[config.mk]
export PLATFORM = sky130hd
export DESIGN_NAME = qtable_update_param_flat
export DESIGN_NICKNAME = d
export VERILOG_FILES = /design/src/rtl/qtable_update_param_if.sv /design/src/rtl/qtable_update_param.sv /design/src/flat_wrapper.sv
export SDC_FILE = /design/constraint.sdc
export NUM_CORES = 1
export LEC_CHECK = 0
export ABC_CLOCK_PERIOD_IN_PS = 2430
export CORE_AREA = 2 2 144 146
export CTS_CLUSTER_DIAMETER = 60
export CTS_CLUSTER_SIZE = 10
export DETAILED_ROUTE_END_ITERATION = 7
export DIE_AREA = 0 0 146 148
export PLACE_DENSITY_LB_ADDON = 0.1
export SLEW_MARGIN = 0
export SYNTH_ARGS = -nofsm -noshare
export SYNTH_HDL_FRONTEND = slang
export SYNTH_SLANG_ARGS = --single-unit
[constraint.sdc]
create_clock -name clk -period 2.43 [get_ports clk]
set_clock_uncertainty 0.1 [all_clocks]
set_input_delay 0.243 -clock clk [delete_from_list [all_inputs] [get_ports clk]]
set_output_delay 0.243 -clock clk [all_outputs]
set_load 0.02 [all_outputs]
[src/rtl/qtable_update_param_if.sv]
// Bundle between the Q-table update engine and its surroundings: packet
// fields from the parser, neighbour/CH memory ports and engine status.
interface qtable_update_param_if #(
  parameter int unsigned WORD_WIDTH = 16,
  parameter int unsigned NB_AW      = 4,
  parameter int unsigned CH_AW      = 3
);
  // packet fields and start pulse
  logic                  en;
  logic [WORD_WIDTH-1:0] f_source_id;
  logic [WORD_WIDTH-1:0] f_source_hops;
  logic [WORD_WIDTH-1:0] f_cluster_id;
  logic [WORD_WIDTH-1:0] f_energy_left;
  logic [WORD_WIDTH-1:0] f_q_value;
  logic [WORD_WIDTH-1:0] f_known_ch;
  logic [2:0]            f_packet_type;
  // neighbour table port
  logic [NB_AW-1:0]      nb_rd_addr;
  logic [WORD_WIDTH-1:0] nb_rd_id;
  logic [WORD_WIDTH-1:0] nb_rd_q;
  logic                  nb_wr_en;
  logic [NB_AW-1:0]      nb_wr_addr;
  logic [WORD_WIDTH-1:0] nb_wr_id;
  logic [WORD_WIDTH-1:0] nb_wr_hops;
  logic [WORD_WIDTH-1:0] nb_wr_cluster;
  logic [WORD_WIDTH-1:0] nb_wr_energy;
  logic [WORD_WIDTH-1:0] nb_wr_q;
  // known-CH table port
  logic [CH_AW-1:0]      ch_rd_addr;
  logic [WORD_WIDTH-1:0] ch_rd_data;
  logic                  ch_wr_en;
  logic [CH_AW-1:0]      ch_wr_addr;
  logic [WORD_WIDTH-1:0] ch_wr_data;
  // status
  logic [NB_AW:0]        neighbor_count;
  logic [CH_AW:0]        known_ch_count;
  logic [2:0]            last_packet_type;
  logic                  busy;
  logic                  done;
  logic                  nb_overflow;
  logic                  ch_overflow;

  // environment side: parser plus memory banks
  modport master (
    output en, f_source_id, f_source_hops, f_cluster_id, f_energy_left,
           f_q_value, f_known_ch, f_packet_type, nb_rd_id, nb_rd_q, ch_rd_data,
    input  nb_rd_addr, nb_wr_en, nb_wr_addr, nb_wr_id, nb_wr_hops, nb_wr_cluster,
           nb_wr_energy, nb_wr_q, ch_rd_addr, ch_wr_en, ch_wr_addr, ch_wr_data,
           neighbor_count, known_ch_count, last_packet_type, busy, done,
           nb_overflow, ch_overflow
  );

  // engine side
  modport slave (
    input  en, f_source_id, f_source_hops, f_cluster_id, f_energy_left,
           f_q_value, f_known_ch, f_packet_type, nb_rd_id, nb_rd_q, ch_rd_data,
    output nb_rd_addr, nb_wr_en, nb_wr_addr, nb_wr_id, nb_wr_hops, nb_wr_cluster,
           nb_wr_energy, nb_wr_q, ch_rd_addr, ch_wr_en, ch_wr_addr, ch_wr_data,
           neighbor_count, known_ch_count, last_packet_type, busy, done,
           nb_overflow, ch_overflow
  );
endinterface

[src/rtl/qtable_update_param.sv]
// Q-table update engine for the EER-RL clustering node: per packet, find or
// append the source in the neighbour table, then record the advertised CH.
// Optional macro QTABLE_EVICT_MIN_Q_EN: a full neighbour table evicts the
// entry with the smallest Q instead of dropping the new neighbour.
module qtable_update_param #(
  parameter int unsigned WORD_WIDTH = 16,
  parameter int unsigned NB_DEPTH   = 16,
  parameter int unsigned CH_DEPTH   = 8,
  parameter int unsigned NB_AW      = 4,
  parameter int unsigned CH_AW      = 3
) (
  input logic clk,
  input logic nrst,
  qtable_update_param_if.slave bus
);

  localparam int unsigned NB_CW = NB_AW + 1;
  localparam int unsigned CH_CW = CH_AW + 1;

  typedef enum logic [2:0] {
    IDLE, NB_REQ, NB_CMP, NB_WR, CH_REQ, CH_CMP, CH_WR, FIN
  } state_e;

  state_e                state_q, state_d;
  logic [NB_CW-1:0]      i_q, i_d;
  logic [CH_CW-1:0]      j_q, j_d;
  logic [NB_AW-1:0]      nb_rd_addr_q, nb_rd_addr_d;
  logic                  nb_wr_en_q, nb_wr_en_d;
  logic [NB_AW-1:0]      nb_wr_addr_q, nb_wr_addr_d;
  logic [CH_AW-1:0]      ch_rd_addr_q, ch_rd_addr_d;
  logic                  ch_wr_en_q, ch_wr_en_d;
  logic [CH_AW-1:0]      ch_wr_addr_q, ch_wr_addr_d;
  logic [NB_CW-1:0]      nb_cnt_q, nb_cnt_d;
  logic [CH_CW-1:0]      ch_cnt_q, ch_cnt_d;
  logic [2:0]            last_type_q, last_type_d;
  logic                  busy_q, busy_d;
  logic                  done_q, done_d;
  logic                  nb_ovf_q, nb_ovf_d;
  logic                  ch_ovf_q, ch_ovf_d;

  logic [WORD_WIDTH-1:0] src_q, hops_q, clus_q, energy_q, qv_q, kch_q;
  logic [2:0]            ptype_q;

`ifdef QTABLE_EVICT_MIN_Q_EN
  logic [WORD_WIDTH-1:0] min_q_q, min_q_d;
  logic [NB_AW-1:0]      min_idx_q, min_idx_d;
`endif

  // Packet fields captured on the accepted start pulse
  always_ff @(posedge clk or negedge nrst) begin
    if (!nrst) begin
      src_q    <= '0;
      hops_q   <= '0;
      clus_q   <= '0;
      energy_q <= '0;
      qv_q     <= '0;
      kch_q    <= '0;
      ptype_q  <= '0;
    end else if (state_q == IDLE && bus.en) begin
      src_q    <= bus.f_source_id;
      hops_q   <= bus.f_source_hops;
      clus_q   <= bus.f_cluster_id;
      energy_q <= bus.f_energy_left;
      qv_q     <= bus.f_q_value;
      kch_q    <= bus.f_known_ch;
      ptype_q  <= bus.f_packet_type;
    end
  end

  // State, scan indices, counts and registered outputs
  always_ff @(posedge clk or negedge nrst) begin
    if (!nrst) begin
      state_q      <= IDLE;
      i_q          <= '0;
      j_q          <= '0;
      nb_rd_addr_q <= '0;
      nb_wr_en_q   <= 1'b0;
      nb_wr_addr_q <= '0;
      ch_rd_addr_q <= '0;
      ch_wr_en_q   <= 1'b0;
      ch_wr_addr_q <= '0;
      nb_cnt_q     <= '0;
      ch_cnt_q     <= '0;
      last_type_q  <= '0;
      busy_q       <= 1'b0;
      done_q       <= 1'b0;
      nb_ovf_q     <= 1'b0;
      ch_ovf_q     <= 1'b0;
    end else begin
      state_q      <= state_d;
      i_q          <= i_d;
      j_q          <= j_d;
      nb_rd_addr_q <= nb_rd_addr_d;
      nb_wr_en_q   <= nb_wr_en_d;
      nb_wr_addr_q <= nb_wr_addr_d;
      ch_rd_addr_q <= ch_rd_addr_d;
      ch_wr_en_q   <= ch_wr_en_d;
      ch_wr_addr_q <= ch_wr_addr_d;
      nb_cnt_q     <= nb_cnt_d;
      ch_cnt_q     <= ch_cnt_d;
      last_type_q  <= last_type_d;
      busy_q       <= busy_d;
      done_q       <= done_d;
      nb_ovf_q     <= nb_ovf_d;
      ch_ovf_q     <= ch_ovf_d;
    end
  end

`ifdef QTABLE_EVICT_MIN_Q_EN
  // Running minimum of Q seen during the neighbour scan
  always_ff @(posedge clk or negedge nrst) begin
    if (!nrst) begin
      min_q_q   <= '0;
      min_idx_q <= '0;
    end else begin
      min_q_q   <= min_q_d;
      min_idx_q <= min_idx_d;
    end
  end
`endif

  // Next state; outputs are decided one cycle ahead so they register cleanly
  always_comb begin
    state_d      = state_q;
    i_d          = i_q;
    j_d          = j_q;
    nb_rd_addr_d = nb_rd_addr_q;
    nb_wr_en_d   = 1'b0;
    nb_wr_addr_d = nb_wr_addr_q;
    ch_rd_addr_d = ch_rd_addr_q;
    ch_wr_en_d   = 1'b0;
    ch_wr_addr_d = ch_wr_addr_q;
    nb_cnt_d     = nb_cnt_q;
    ch_cnt_d     = ch_cnt_q;
    last_type_d  = last_type_q;
    nb_ovf_d     = nb_ovf_q;
    ch_ovf_d     = ch_ovf_q;
`ifdef QTABLE_EVICT_MIN_Q_EN
    min_q_d      = min_q_q;
    min_idx_d    = min_idx_q;
`endif

    case (state_q)
      IDLE: begin
        if (bus.en) begin
          state_d      = NB_REQ;
          i_d          = '0;
          nb_rd_addr_d = '0;
        end
      end
      NB_REQ: begin
        if (i_q == nb_cnt_q) begin
          // scan exhausted: append
          state_d = NB_WR;
          if (nb_cnt_q < NB_CW'(NB_DEPTH)) begin
            nb_wr_en_d   = 1'b1;
            nb_wr_addr_d = NB_AW'(nb_cnt_q);
            nb_cnt_d     = nb_cnt_q + NB_CW'(1);
          end else begin
`ifdef QTABLE_EVICT_MIN_Q_EN
            nb_wr_en_d   = 1'b1;
            nb_wr_addr_d = min_idx_q;
`else
            nb_ovf_d     = 1'b1;
`endif
          end
        end else begin
          state_d = NB_CMP;
        end
      end
      NB_CMP: begin
        if (bus.nb_rd_id == src_q) begin
          state_d      = NB_WR;
          nb_wr_en_d   = 1'b1;
          nb_wr_addr_d = NB_AW'(i_q);
        end else begin
`ifdef QTABLE_EVICT_MIN_Q_EN
          // strict less-than keeps the lowest index on ties
          if (i_q == '0 || bus.nb_rd_q < min_q_q) begin
            min_q_d   = bus.nb_rd_q;
            min_idx_d = NB_AW'(i_q);
          end
`endif
          state_d      = NB_REQ;
          i_d          = i_q + NB_CW'(1);
          nb_rd_addr_d = NB_AW'(i_q + NB_CW'(1));
        end
      end
      NB_WR: begin
        if (kch_q != '0) begin
          state_d      = CH_REQ;
          j_d          = '0;
          ch_rd_addr_d = '0;
        end else begin
          state_d = FIN;
        end
      end
      CH_REQ: begin
        if (j_q == ch_cnt_q) begin
          state_d = CH_WR;
          if (ch_cnt_q < CH_CW'(CH_DEPTH)) begin
            ch_wr_en_d   = 1'b1;
            ch_wr_addr_d = CH_AW'(ch_cnt_q);
            ch_cnt_d     = ch_cnt_q + CH_CW'(1);
          end else begin
            ch_ovf_d = 1'b1;
          end
        end else begin
          state_d = CH_CMP;
        end
      end
      CH_CMP: begin
        if (bus.ch_rd_data == kch_q) begin
          state_d = FIN;
        end else begin
          state_d      = CH_REQ;
          j_d          = j_q + CH_CW'(1);
          ch_rd_addr_d = CH_AW'(j_q + CH_CW'(1));
        end
      end
      CH_WR:   state_d = FIN;
      FIN:     state_d = IDLE;
      default: state_d = IDLE;
    endcase

    busy_d = (state_d != IDLE);
    done_d = (state_d == FIN);
    if (state_d == FIN) begin
      last_type_d = ptype_q;
    end
  end

  // Output mapping; write data comes straight from the stable latched fields
  assign bus.nb_rd_addr       = nb_rd_addr_q;
  assign bus.nb_wr_en         = nb_wr_en_q;
  assign bus.nb_wr_addr       = nb_wr_addr_q;
  assign bus.nb_wr_id         = src_q;
  assign bus.nb_wr_hops       = hops_q;
  assign bus.nb_wr_cluster    = clus_q;
  assign bus.nb_wr_energy     = energy_q;
  assign bus.nb_wr_q          = qv_q;
  assign bus.ch_rd_addr       = ch_rd_addr_q;
  assign bus.ch_wr_en         = ch_wr_en_q;
  assign bus.ch_wr_addr       = ch_wr_addr_q;
  assign bus.ch_wr_data       = kch_q;
  assign bus.neighbor_count   = nb_cnt_q;
  assign bus.known_ch_count   = ch_cnt_q;
  assign bus.last_packet_type = last_type_q;
  assign bus.busy             = busy_q;
  assign bus.done             = done_q;
  assign bus.nb_overflow      = nb_ovf_q;
  assign bus.ch_overflow      = ch_ovf_q;

endmodule

[src/flat_wrapper.sv]
// flat-port wrapper written by rule: the top's interface ports become plain ports
module qtable_update_param_flat 
#(
  parameter int unsigned WORD_WIDTH = 16,
  parameter int unsigned NB_DEPTH   = 16,
  parameter int unsigned CH_DEPTH   = 8,
  parameter int unsigned NB_AW      = 4,
  parameter int unsigned CH_AW      = 3
)
  (clk, nrst, bus_en, bus_f_source_id, bus_f_source_hops, bus_f_cluster_id, bus_f_energy_left, bus_f_q_value, bus_f_known_ch, bus_f_packet_type, bus_nb_rd_id, bus_nb_rd_q, bus_ch_rd_data, bus_nb_rd_addr, bus_nb_wr_en, bus_nb_wr_addr, bus_nb_wr_id, bus_nb_wr_hops, bus_nb_wr_cluster, bus_nb_wr_energy, bus_nb_wr_q, bus_ch_rd_addr, bus_ch_wr_en, bus_ch_wr_addr, bus_ch_wr_data, bus_neighbor_count, bus_known_ch_count, bus_last_packet_type, bus_busy, bus_done, bus_nb_overflow, bus_ch_overflow);
  qtable_update_param_if #(.WORD_WIDTH(WORD_WIDTH), .NB_AW(NB_AW), .CH_AW(CH_AW)) bus_i ();
  input logic clk;
  input logic nrst;
  input wire logic [$bits(bus_i.en)-1:0] bus_en;
  input wire logic [$bits(bus_i.f_source_id)-1:0] bus_f_source_id;
  input wire logic [$bits(bus_i.f_source_hops)-1:0] bus_f_source_hops;
  input wire logic [$bits(bus_i.f_cluster_id)-1:0] bus_f_cluster_id;
  input wire logic [$bits(bus_i.f_energy_left)-1:0] bus_f_energy_left;
  input wire logic [$bits(bus_i.f_q_value)-1:0] bus_f_q_value;
  input wire logic [$bits(bus_i.f_known_ch)-1:0] bus_f_known_ch;
  input wire logic [$bits(bus_i.f_packet_type)-1:0] bus_f_packet_type;
  input wire logic [$bits(bus_i.nb_rd_id)-1:0] bus_nb_rd_id;
  input wire logic [$bits(bus_i.nb_rd_q)-1:0] bus_nb_rd_q;
  input wire logic [$bits(bus_i.ch_rd_data)-1:0] bus_ch_rd_data;
  output wire logic [$bits(bus_i.nb_rd_addr)-1:0] bus_nb_rd_addr;
  output wire logic [$bits(bus_i.nb_wr_en)-1:0] bus_nb_wr_en;
  output wire logic [$bits(bus_i.nb_wr_addr)-1:0] bus_nb_wr_addr;
  output wire logic [$bits(bus_i.nb_wr_id)-1:0] bus_nb_wr_id;
  output wire logic [$bits(bus_i.nb_wr_hops)-1:0] bus_nb_wr_hops;
  output wire logic [$bits(bus_i.nb_wr_cluster)-1:0] bus_nb_wr_cluster;
  output wire logic [$bits(bus_i.nb_wr_energy)-1:0] bus_nb_wr_energy;
  output wire logic [$bits(bus_i.nb_wr_q)-1:0] bus_nb_wr_q;
  output wire logic [$bits(bus_i.ch_rd_addr)-1:0] bus_ch_rd_addr;
  output wire logic [$bits(bus_i.ch_wr_en)-1:0] bus_ch_wr_en;
  output wire logic [$bits(bus_i.ch_wr_addr)-1:0] bus_ch_wr_addr;
  output wire logic [$bits(bus_i.ch_wr_data)-1:0] bus_ch_wr_data;
  output wire logic [$bits(bus_i.neighbor_count)-1:0] bus_neighbor_count;
  output wire logic [$bits(bus_i.known_ch_count)-1:0] bus_known_ch_count;
  output wire logic [$bits(bus_i.last_packet_type)-1:0] bus_last_packet_type;
  output wire logic [$bits(bus_i.busy)-1:0] bus_busy;
  output wire logic [$bits(bus_i.done)-1:0] bus_done;
  output wire logic [$bits(bus_i.nb_overflow)-1:0] bus_nb_overflow;
  output wire logic [$bits(bus_i.ch_overflow)-1:0] bus_ch_overflow;
  assign bus_i.en = bus_en;
  assign bus_i.f_source_id = bus_f_source_id;
  assign bus_i.f_source_hops = bus_f_source_hops;
  assign bus_i.f_cluster_id = bus_f_cluster_id;
  assign bus_i.f_energy_left = bus_f_energy_left;
  assign bus_i.f_q_value = bus_f_q_value;
  assign bus_i.f_known_ch = bus_f_known_ch;
  assign bus_i.f_packet_type = bus_f_packet_type;
  assign bus_i.nb_rd_id = bus_nb_rd_id;
  assign bus_i.nb_rd_q = bus_nb_rd_q;
  assign bus_i.ch_rd_data = bus_ch_rd_data;
  assign bus_nb_rd_addr = bus_i.nb_rd_addr;
  assign bus_nb_wr_en = bus_i.nb_wr_en;
  assign bus_nb_wr_addr = bus_i.nb_wr_addr;
  assign bus_nb_wr_id = bus_i.nb_wr_id;
  assign bus_nb_wr_hops = bus_i.nb_wr_hops;
  assign bus_nb_wr_cluster = bus_i.nb_wr_cluster;
  assign bus_nb_wr_energy = bus_i.nb_wr_energy;
  assign bus_nb_wr_q = bus_i.nb_wr_q;
  assign bus_ch_rd_addr = bus_i.ch_rd_addr;
  assign bus_ch_wr_en = bus_i.ch_wr_en;
  assign bus_ch_wr_addr = bus_i.ch_wr_addr;
  assign bus_ch_wr_data = bus_i.ch_wr_data;
  assign bus_neighbor_count = bus_i.neighbor_count;
  assign bus_known_ch_count = bus_i.known_ch_count;
  assign bus_last_packet_type = bus_i.last_packet_type;
  assign bus_busy = bus_i.busy;
  assign bus_done = bus_i.done;
  assign bus_nb_overflow = bus_i.nb_overflow;
  assign bus_ch_overflow = bus_i.ch_overflow;
  qtable_update_param #(.WORD_WIDTH(WORD_WIDTH), .NB_DEPTH(NB_DEPTH), .CH_DEPTH(CH_DEPTH), .NB_AW(NB_AW), .CH_AW(CH_AW)) u_core (.clk(clk), .nrst(nrst), .bus(bus_i));
endmodule
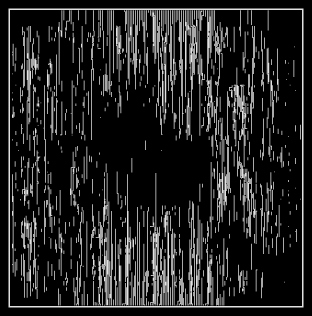
*The metal 2 layer, run 1*
Scale: 2 px per micron.
main direction: vertical
longest straight run: 52.0 microns

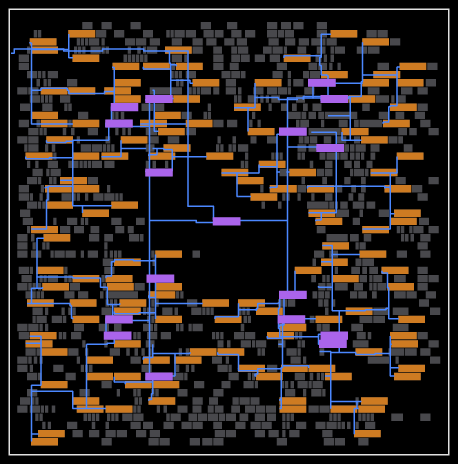
*Clock network drawn from the DEF, run 1*
Scale: 3 px per micron.
[blue] clock wires | length: 1,850 microns
[purple] clock-net drivers | count: 17
[orange] flip-flops | count: 136
flops lie: spread over the die
routed clock nets: 18

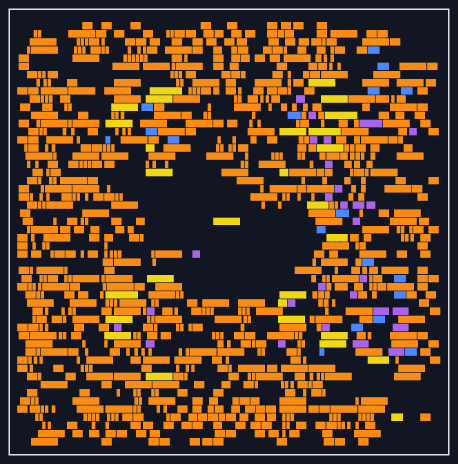
*Drive-strength map, run 1*
Scale: 3 px per micron.
[yellow] x6 and larger | cells: 28 | share: 3.1% | most used: clkbuf_16
[purple] x3 and x4 | cells: 28 | share: 3.1% | most used: buf_4
[orange] x1 and smaller | cells: 839 | share: 92% | most used: nand2_1
[blue] x2 | cells: 18 | share: 2.0% | most used: mux2_2

==> results.txt, run 1 <==
impl run done, here's what came out: metal3 WL 1.41 mm, largest stage delay on the critical path ~0.46 ns, synthesized area a little under 6000 sq um, CTS Sinks 136, #MultiIn Comb 459, Final WS setup 0.235 ns, Synth Area in Simple Gates 0.248, GPL Wtd Cong roughly 0.8, sequential power between 4 and 5 mW, Leak roughly 4.5 nW, Pwr Total 12.4 mW, WP data required between 2 and 3 ns, Top cells excl fill/tap nand2_1 (307), clkdlybuf4s50_1 (260), dfrtp_1 (136), xor2_1 (35), clkbuf_16 (17), most used logic cell in the final layout nand2_1, Fin. Hold Viols 0, NetSw roughly 4.7 mW, critical path endpoint category register, grt ovf 0, combinational share of cell area 0.248, Top logic family simple AND/OR/NAND/NOR gates, global-route wire length before repair 28.9 mm, pwr dens about 1300 nW/um^2, YS chip area 5950 sq um, length of routed met2 wiring 8.82 mm, slew margin rel. 0.563, ys flop type dfrtp_1, Post-synth EDFFs 0, post-DR wirelength/cell between 15 and 20 microns, synthesis-to-layout area growth 60.5%, register area around 3400 sq um, CTS Buf Count 17, stages on the worst setup path 6, top cell family by delay on the critical path simple AND/OR/NAND/NOR gates, syn avg cell area 9.36 sq um, outcome complete, no violations, fmax about 460 MHz, synth cell count leaders nand2_1 (308), dfrtp_1 (136), xor2_1 (35), CP Launch Type register
## Run 2: what changed since run 1
--- a/config.mk
+++ b/config.mk
@@ -11,6 +11,7 @@
 export CTS_CLUSTER_SIZE = 10
 export DETAILED_ROUTE_END_ITERATION = 7
 export DIE_AREA = 0 0 146 148
+export HOLD_SLACK_MARGIN = 0.1
 export PLACE_DENSITY_LB_ADDON = 0.1
 export SLEW_MARGIN = 0
 export SYNTH_ARGS = -nofsm -noshare
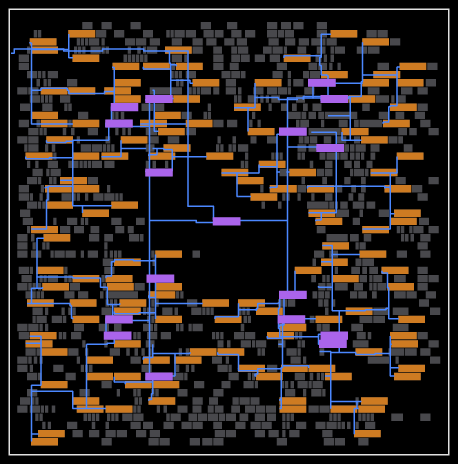
*Clock network drawn from the DEF, run 2*
Scale: 3 px per micron.
[orange] flip-flops | count: 136
[blue] clock wires | length: 1,850 microns
[purple] clock-net drivers | count: 17
flops lie: spread over the die

==> run 2 against run 1 <==
Cell area stayed put. Core utilization stayed put. Hold slack stayed put. Clock-buffer cell count stayed put. Sequential share of layout area stayed put. Power stayed put. Combinational power hardly changed. Largest power group unchanged. Synthesized cell count stayed put. Largest cell class unchanged. Setup slack stayed put. Maximum frequency stayed put. Area after synthesis stayed put.
==> results.txt, run 2 <==
impl run done, here's what came out: Final WS setup around 0.24 ns, Synth area leader dfrtp_1, CTS Sinks 136, crit path launch u_core.bus.nb_wr_id[15], grt ovf 0, synth cell count leaders nand2_1 (308), dfrtp_1 (136), xor2_1 (35), Core Region ~20,000 sq um, slew margin rel. 0.563, length of routed met2 wiring a little under 9 mm, register area roughly 3400 sq um, most used logic cell in the final layout nand2_1, top power consumer group combinational logic, sequential power slightly above 4 mW, NetSw 4.74 mW, top cell family by delay on the critical path simple AND/OR/NAND/NOR gates, WP data required 2.62 ns, metal3 WL 1.41 mm, Synth cell types approximately 41, critical path endpoint category register, YS chip area ~6000 sq um, synthesized area about 6000 sq um, synthesis-to-layout area growth 60.5%, Fin. Hold Viols 0, Pwr Total about 12 mW, CP Class register to register, Leak between 4 and 5 nW, post-DR wirelength/cell 15.2 microns, GPL Wtd Cong 0.801, Post-synth EDFFs 0, share of post-route cells with drive strength above 1 0.0811, outcome complete, no violations, stages on the worst setup path 6, global-route wire length before repair 28.9 mm, combinational share of cell area 0.248, Top logic family simple AND/OR/NAND/NOR gates, CP Launch Type register, pwr dens between 1000 and 1500 nW/um^2, ys flop type dfrtp_1, n_diodes 0, fmax ~460 MHz, CTS Buf Count 17, largest stage delay on the critical path about 0.46 ns, Synth Area in Simple Gates 0.248
## Run 3: what changed since run 2
--- a/config.mk
+++ b/config.mk
@@ -13,7 +13,6 @@
 export DIE_AREA = 0 0 146 148
 export HOLD_SLACK_MARGIN = 0.1
 export PLACE_DENSITY_LB_ADDON = 0.1
-export SLEW_MARGIN = 0
 export SYNTH_ARGS = -nofsm -noshare
 export SYNTH_HDL_FRONTEND = slang
 export SYNTH_SLANG_ARGS = --single-unit
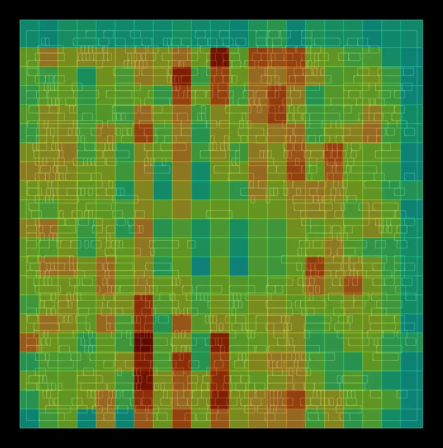
*Routing congestion map, run 3*
met1 usage: 0.198
GR Util met2: 0.283

==> run 3 against run 2 <==
Sequential power is essentially flat. Synthesized cell count is the same. First-iteration DRC count is the same. Hold slack is the same. Register-to-register slack is essentially flat. Sequential share of layout area is the same. Cell area is the same. Global-route usage is the same. Flip-flop count is the same. Die size is the same. Critical path type unchanged.
==> results.txt, run 3 <==
impl run done, here's what came out: pwr dens between 1000 and 1500 nW/um^2, Synth area leader dfrtp_1, syn avg cell area 9.36 sq um, Core Region ~20,000 sq um, register area roughly 3400 sq um, CTS Buf Count 17, combinational share of cell area 0.248, metal3 WL approximately 1.4 mm, GPL Wtd Cong 0.801, sequential power a little over 4 mW, Leak 4.53 nW, CP Launch Type register, stages on the worst setup path 6, largest stage delay on the critical path between 0.4 and 0.5 ns, grt ovf 0, CTS Sinks approximately 140, n_diodes 0, outcome complete, no violations, top power consumer group combinational logic, NetSw 4.74 mW, top cell family by delay on the critical path simple AND/OR/NAND/NOR gates, synth cell count leaders nand2_1 (308), dfrtp_1 (136), xor2_1 (35), Fin. Hold Viols 0, synthesized area between 5000 and 6000 sq um, post-DR wirelength/cell ~15 microns, Pwr Total ~12 mW, WP data required ~2.6 ns, Top cells excl fill/tap nand2_1 (307), clkdlybuf4s50_1 (260), dfrtp_1 (136), xor2_1 (35), clkbuf_16 (17), share of post-route cells with drive strength above 1 0.0811, Final WS setup roughly 0.24 ns, crit path launch u_core.bus.nb_wr_id[15], Post-synth EDFFs 0, synthesis-to-layout area growth 60.5%, #MultiIn Comb 459, CP Class register to register
Power is estimated from default activity; no workload was simulated.
